### config.mk
export PLATFORM = sky130hd
export DESIGN_NAME = gpio_ctrl
export DESIGN_NICKNAME = d
export VERILOG_FILES = /design/src/rtl/gpio_ctrl_pkg.sv /design/src/rtl/gpio_ctrl_sync.sv /design/src/rtl/gpio_ctrl.sv
export SDC_FILE = /design/constraint.sdc
export NUM_CORES = 1
export LEC_CHECK = 0
export ABC_AREA = 1
export CAP_MARGIN = 20
export CELL_PAD_IN_SITES_DETAIL_PLACEMENT = 1
export CELL_PAD_IN_SITES_GLOBAL_PLACEMENT = 1
export CORE_ASPECT_RATIO = 1.4
export CORE_UTILIZATION = 30
export CTS_CLUSTER_DIAMETER = 80
export CTS_CLUSTER_SIZE = 14
export DETAILED_ROUTE_END_ITERATION = 12
export PLACE_DENSITY_LB_ADDON = 0.1
export SLEW_MARGIN = 10
export SYNTH_ARGS = -nofsm -noshare
export SYNTH_HDL_FRONTEND = slang
export SYNTH_SLANG_ARGS = --single-unit
### constraint.sdc
create_clock -name clk -period 1.7 [get_ports clk]
set_clock_uncertainty 0.05 [all_clocks]
set_input_delay 0.34 -clock clk [delete_from_list [all_inputs] [get_ports clk]]
set_output_delay 0.34 -clock clk [all_outputs]
set_load 0.03 [all_outputs]
### src/rtl/gpio_ctrl_pkg.sv
// gpio_ctrl_pkg: register map and bus helpers shared by the GPIO peripheral.
// The register offsets replace the `GPIO_REG_* constants of the shared core header.
package gpio_ctrl_pkg;

    // Register offsets, decoded from io_addr[4:2]
    typedef enum logic [2:0] {
        REG_OUT  = 3'd0,
        REG_DIR  = 3'd1,
        REG_IN   = 3'd2,
        REG_IE   = 3'd3,
        REG_EDGE = 3'd4,
        REG_PEND = 3'd5,
        REG_RSV6 = 3'd6,
        REG_RSV7 = 3'd7
    } gpio_reg_e;

    // Expand the 4 byte-lane enables into a 32-bit bit mask
    function automatic logic [31:0] lane_bits(input logic [3:0] mask);
        return {{8{mask[3]}}, {8{mask[2]}}, {8{mask[1]}}, {8{mask[0]}}};
    endfunction

endpackage

### src/rtl/gpio_ctrl_sync.sv
// gpio_sync: one pin's input synchroniser, optionally followed by a debounce filter.
// Build option: define GPIO_DEBOUNCE_EN to add the debounce counter.
module gpio_sync
    import gpio_ctrl_pkg::*;
#(
    parameter int SYNC_STAGES     = 2,
    parameter int DEBOUNCE_CYCLES = 16
) (
    input  logic clk,
    input  logic rst,
    input  logic pin_i,
    output logic pin_o
);

    logic [SYNC_STAGES-1:0] sync_q;

    // Shift the asynchronous pad value through the synchroniser chain
    always_ff @(posedge clk) begin
        // NOTE: clocked state uses non-blocking assignments so every flop samples pre-edge values.
        if (rst) begin
            sync_q <= '0;
        end else begin
            sync_q <= {sync_q[SYNC_STAGES-2:0], pin_i};
        end
    end

`ifdef GPIO_DEBOUNCE_EN
    localparam int CNT_W = $clog2(DEBOUNCE_CYCLES + 1);

    logic             synced;
    logic [CNT_W-1:0] cnt_q, cnt_d;
    logic             stable_q, stable_d;

    assign synced = sync_q[SYNC_STAGES-1];

    // Count consecutive cycles of disagreement; accept the new level after DEBOUNCE_CYCLES
    always_comb begin
        // NOTE: defaults first so no path through this block can infer a latch.
        cnt_d    = '0;
        stable_d = stable_q;
        if (synced != stable_q) begin
            if (cnt_q == CNT_W'(DEBOUNCE_CYCLES - 1)) begin
                stable_d = synced;
            end else begin
                cnt_d = cnt_q + 1'b1;
            end
        end
    end

    // Debounce counter and filtered level
    always_ff @(posedge clk) begin
        if (rst) begin
            cnt_q    <= '0;
            stable_q <= 1'b0;
        end else begin
            cnt_q    <= cnt_d;
            stable_q <= stable_d;
        end
    end

    assign pin_o = stable_q;
`else
    localparam int unused_debounce_cycles = DEBOUNCE_CYCLES;

    assign pin_o = sync_q[SYNC_STAGES-1];
`endif

endmodule

### src/rtl/gpio_ctrl.sv
// gpio_ctrl: memory-mapped GPIO with per-pin direction, synchronised inputs and
// edge-triggered write-1-to-clear interrupts. Build option: GPIO_DEBOUNCE_EN adds
// a debounce filter after each pin's synchroniser (see gpio_sync).
module gpio_ctrl
    import gpio_ctrl_pkg::*;
#(
    parameter int NUM_PINS        = 8,
    parameter int SYNC_STAGES     = 2,
    parameter int DEBOUNCE_CYCLES = 16
) (
    input  logic                clk,
    input  logic                rst,
    input  logic [31:0]         io_addr,
    input  logic                io_op,
    input  logic [3:0]          io_mask,
    input  logic [31:0]         io_wdata,
    output logic [31:0]         io_rdata,
    input  logic [NUM_PINS-1:0] gpio_in,
    output logic [NUM_PINS-1:0] gpio_out,
    output logic [NUM_PINS-1:0] gpio_oe,
    output logic                irq
);

    gpio_reg_e           reg_sel;
    logic [31:0]         lane_w;
    logic [NUM_PINS-1:0] wdata_p, lane_p;
    logic [NUM_PINS-1:0] in_w;
    logic [NUM_PINS-1:0] out_q,  out_d;
    logic [NUM_PINS-1:0] dir_q,  dir_d;
    logic [NUM_PINS-1:0] ie_q,   ie_d;
    logic [NUM_PINS-1:0] edge_q, edge_d;
    logic [NUM_PINS-1:0] pend_q, pend_d;
    logic [NUM_PINS-1:0] prev_q;
    logic [NUM_PINS-1:0] pend_set, pend_clr;
    logic                unused_bits;

    // Only io_addr[4:2] is decoded and only the low NUM_PINS data bits are stored
    assign unused_bits = ^{io_addr[31:5], io_addr[1:0], io_wdata, lane_w};

    assign reg_sel = gpio_reg_e'(io_addr[4:2]);
    assign lane_w  = lane_bits(io_mask);
    assign wdata_p = io_wdata[NUM_PINS-1:0];
    assign lane_p  = lane_w[NUM_PINS-1:0];

    // Per-pin input conditioning
    for (genvar g = 0; g < NUM_PINS; g++) begin : g_pin
        gpio_sync #(
            .SYNC_STAGES    (SYNC_STAGES),
            .DEBOUNCE_CYCLES(DEBOUNCE_CYCLES)
        ) u_sync (
            .clk  (clk),
            .rst  (rst),
            .pin_i(gpio_in[g]),
            .pin_o(in_w[g])
        );
    end

    // Edge seen on IN this cycle in the configured direction, on enabled input pins
    assign pend_set = ((edge_q & in_w & ~prev_q) | (~edge_q & ~in_w & prev_q)) & ie_q & ~dir_q;

    // Register file next state: lane-masked writes, then W1C clear with set taking priority
    always_comb begin
        out_d    = out_q;
        dir_d    = dir_q;
        ie_d     = ie_q;
        edge_d   = edge_q;
        pend_clr = '0;
        if (io_op) begin
            case (reg_sel)
                REG_OUT:  out_d    = (out_q  & ~lane_p) | (wdata_p & lane_p);
                REG_DIR:  dir_d    = (dir_q  & ~lane_p) | (wdata_p & lane_p);
                REG_IE:   ie_d     = (ie_q   & ~lane_p) | (wdata_p & lane_p);
                REG_EDGE: edge_d   = (edge_q & ~lane_p) | (wdata_p & lane_p);
                REG_PEND: pend_clr = wdata_p & lane_p;
                default:  ;
            endcase
        end
        pend_d = (pend_q & ~pend_clr) | pend_set;
    end

    // Register file, previous-input copy for edge detection
    always_ff @(posedge clk) begin
        if (rst) begin
            out_q  <= '0;
            dir_q  <= '0;
            ie_q   <= '0;
            edge_q <= '0;
            pend_q <= '0;
            prev_q <= '0;
        end else begin
            out_q  <= out_d;
            dir_q  <= dir_d;
            ie_q   <= ie_d;
            edge_q <= edge_d;
            pend_q <= pend_d;
            prev_q <= in_w;
        end
    end

    // Zero-latency read mux; reserved offsets read as zero
    always_comb begin
        io_rdata = '0;
        case (reg_sel)
            REG_OUT:  io_rdata = 32'(out_q);
            REG_DIR:  io_rdata = 32'(dir_q);
            REG_IN:   io_rdata = 32'(in_w);
            REG_IE:   io_rdata = 32'(ie_q);
            REG_EDGE: io_rdata = 32'(edge_q);
            REG_PEND: io_rdata = 32'(pend_q);
            default:  io_rdata = '0;
        endcase
    end

    assign gpio_out = out_q;
    assign gpio_oe  = dir_q;
    assign irq      = |(pend_q & ie_q);

endmodule

Fig. 1: metal layers overlaid
Bar = 20 µm. Two of the layers only.
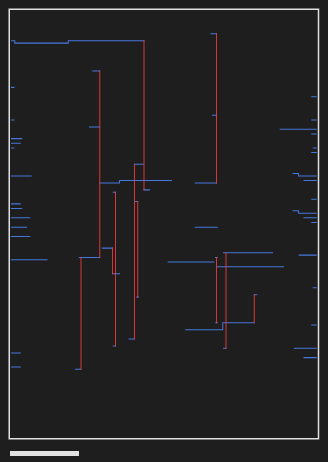
[red] M4 | wire length: 360 µm
[blue] M3 | wire length: 281 µm

Fig. 2: cells colored by class
Bar = 20 µm.
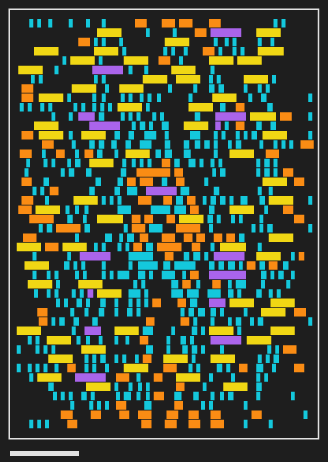
[yellow] registers | cells: 64 | share of their area: 30%
[cyan] remaining logic cells | cells: 404 | share of their area: 42%
[purple] clock drivers and dummy loads | cells: 15 | share of their area: 7.1%
[orange] remaining buffers and delay cells | cells: 96 | share of their area: 21%

Fig. 3: where the registers sit
Bar = 20 µm. Other sequential cells in the stronger gray, the rest of the logic in the fainter gray.
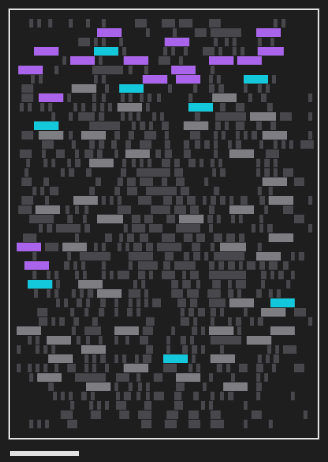
[purple] g_pin.u_sync.sync_q | flops: 16
[cyan] prev_q | flops: 8
not colored: 40

Fig. 4: routing congestion
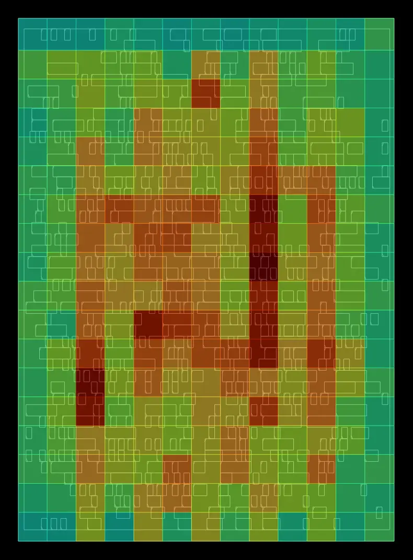
GR Util met2: 36.4%
routed len/inst: 14.6 µm
post-layout util: 43.1%

==> layout by cell type (no fill, tap or decap), drive strengths merged <==
master,instances
nand2,125
clkinvlp,1
conb,24
a21oi,25
buf,62
o21ai,33
dlygate4sd2,16
inv,79
clkbuf,12
nor2,70
clkdlybuf4s50,18
dfxtp,64
nand4,9
clkinv,3
nand3,35
nor3,2
bufinv,1
==> final cells by class <==
cell class | count | share of cell area (%)
Multi-Input combinational cell | 323 | 33.5
Sequential cell | 64 | 28.6
Timing Repair Buffer | 96 | 20.3
Inverter | 81 | 7.00
Clock buffer | 12 | 5.92
Tap cell | 138 | 3.83
Clock inverter | 3 | 0.889
==> worst register-to-register path, cell delays in order (launching register included) <==
cell and delay [ns]:
dfxtp_1 0.31, buf_4 0.14, nor2_1 0.14, nand3_1 0.09
a21oi_1 0.15
==> results.ini <==
[routing]
drc=0
firstDrtPassIters=4

[critical_path]
crit_chain=buf_12 > buf_12 > clkinvlp_4 > buf_6 > nand4_1 > nand2_1 > nor2_1 > nand2_1 > buf_6
cp_num_buf_inv=5
crit_cells=9

[job]
tool_warnings=84

[timing]
hold_viol=0
setup_violations=3
max_freq_mhz=584
setup_ws_ns=-0.0136

[grt]
grt_pass1_vias=3413
met1_usage_pct=21.8

[run_status]
violations=setup timing
status=complete, but fails checks

[cells_and_area]
area_delta_synth_final_pct=39.1

[power]
peakVddDrop_mv=0.487
power.internal_uw=2970

[die]
fp_util_pct=31.0

[yosys]
top_cells_by_count=nand2_1 (122), inv_1 (76), nor2_1 (66), dfxtp_1 (64), nand3_1 (32)
ys_area_um2=3240

[cts]
cts_resized=68
clk_pin_slew_ns=0.05

[placement]
dp_cells=690

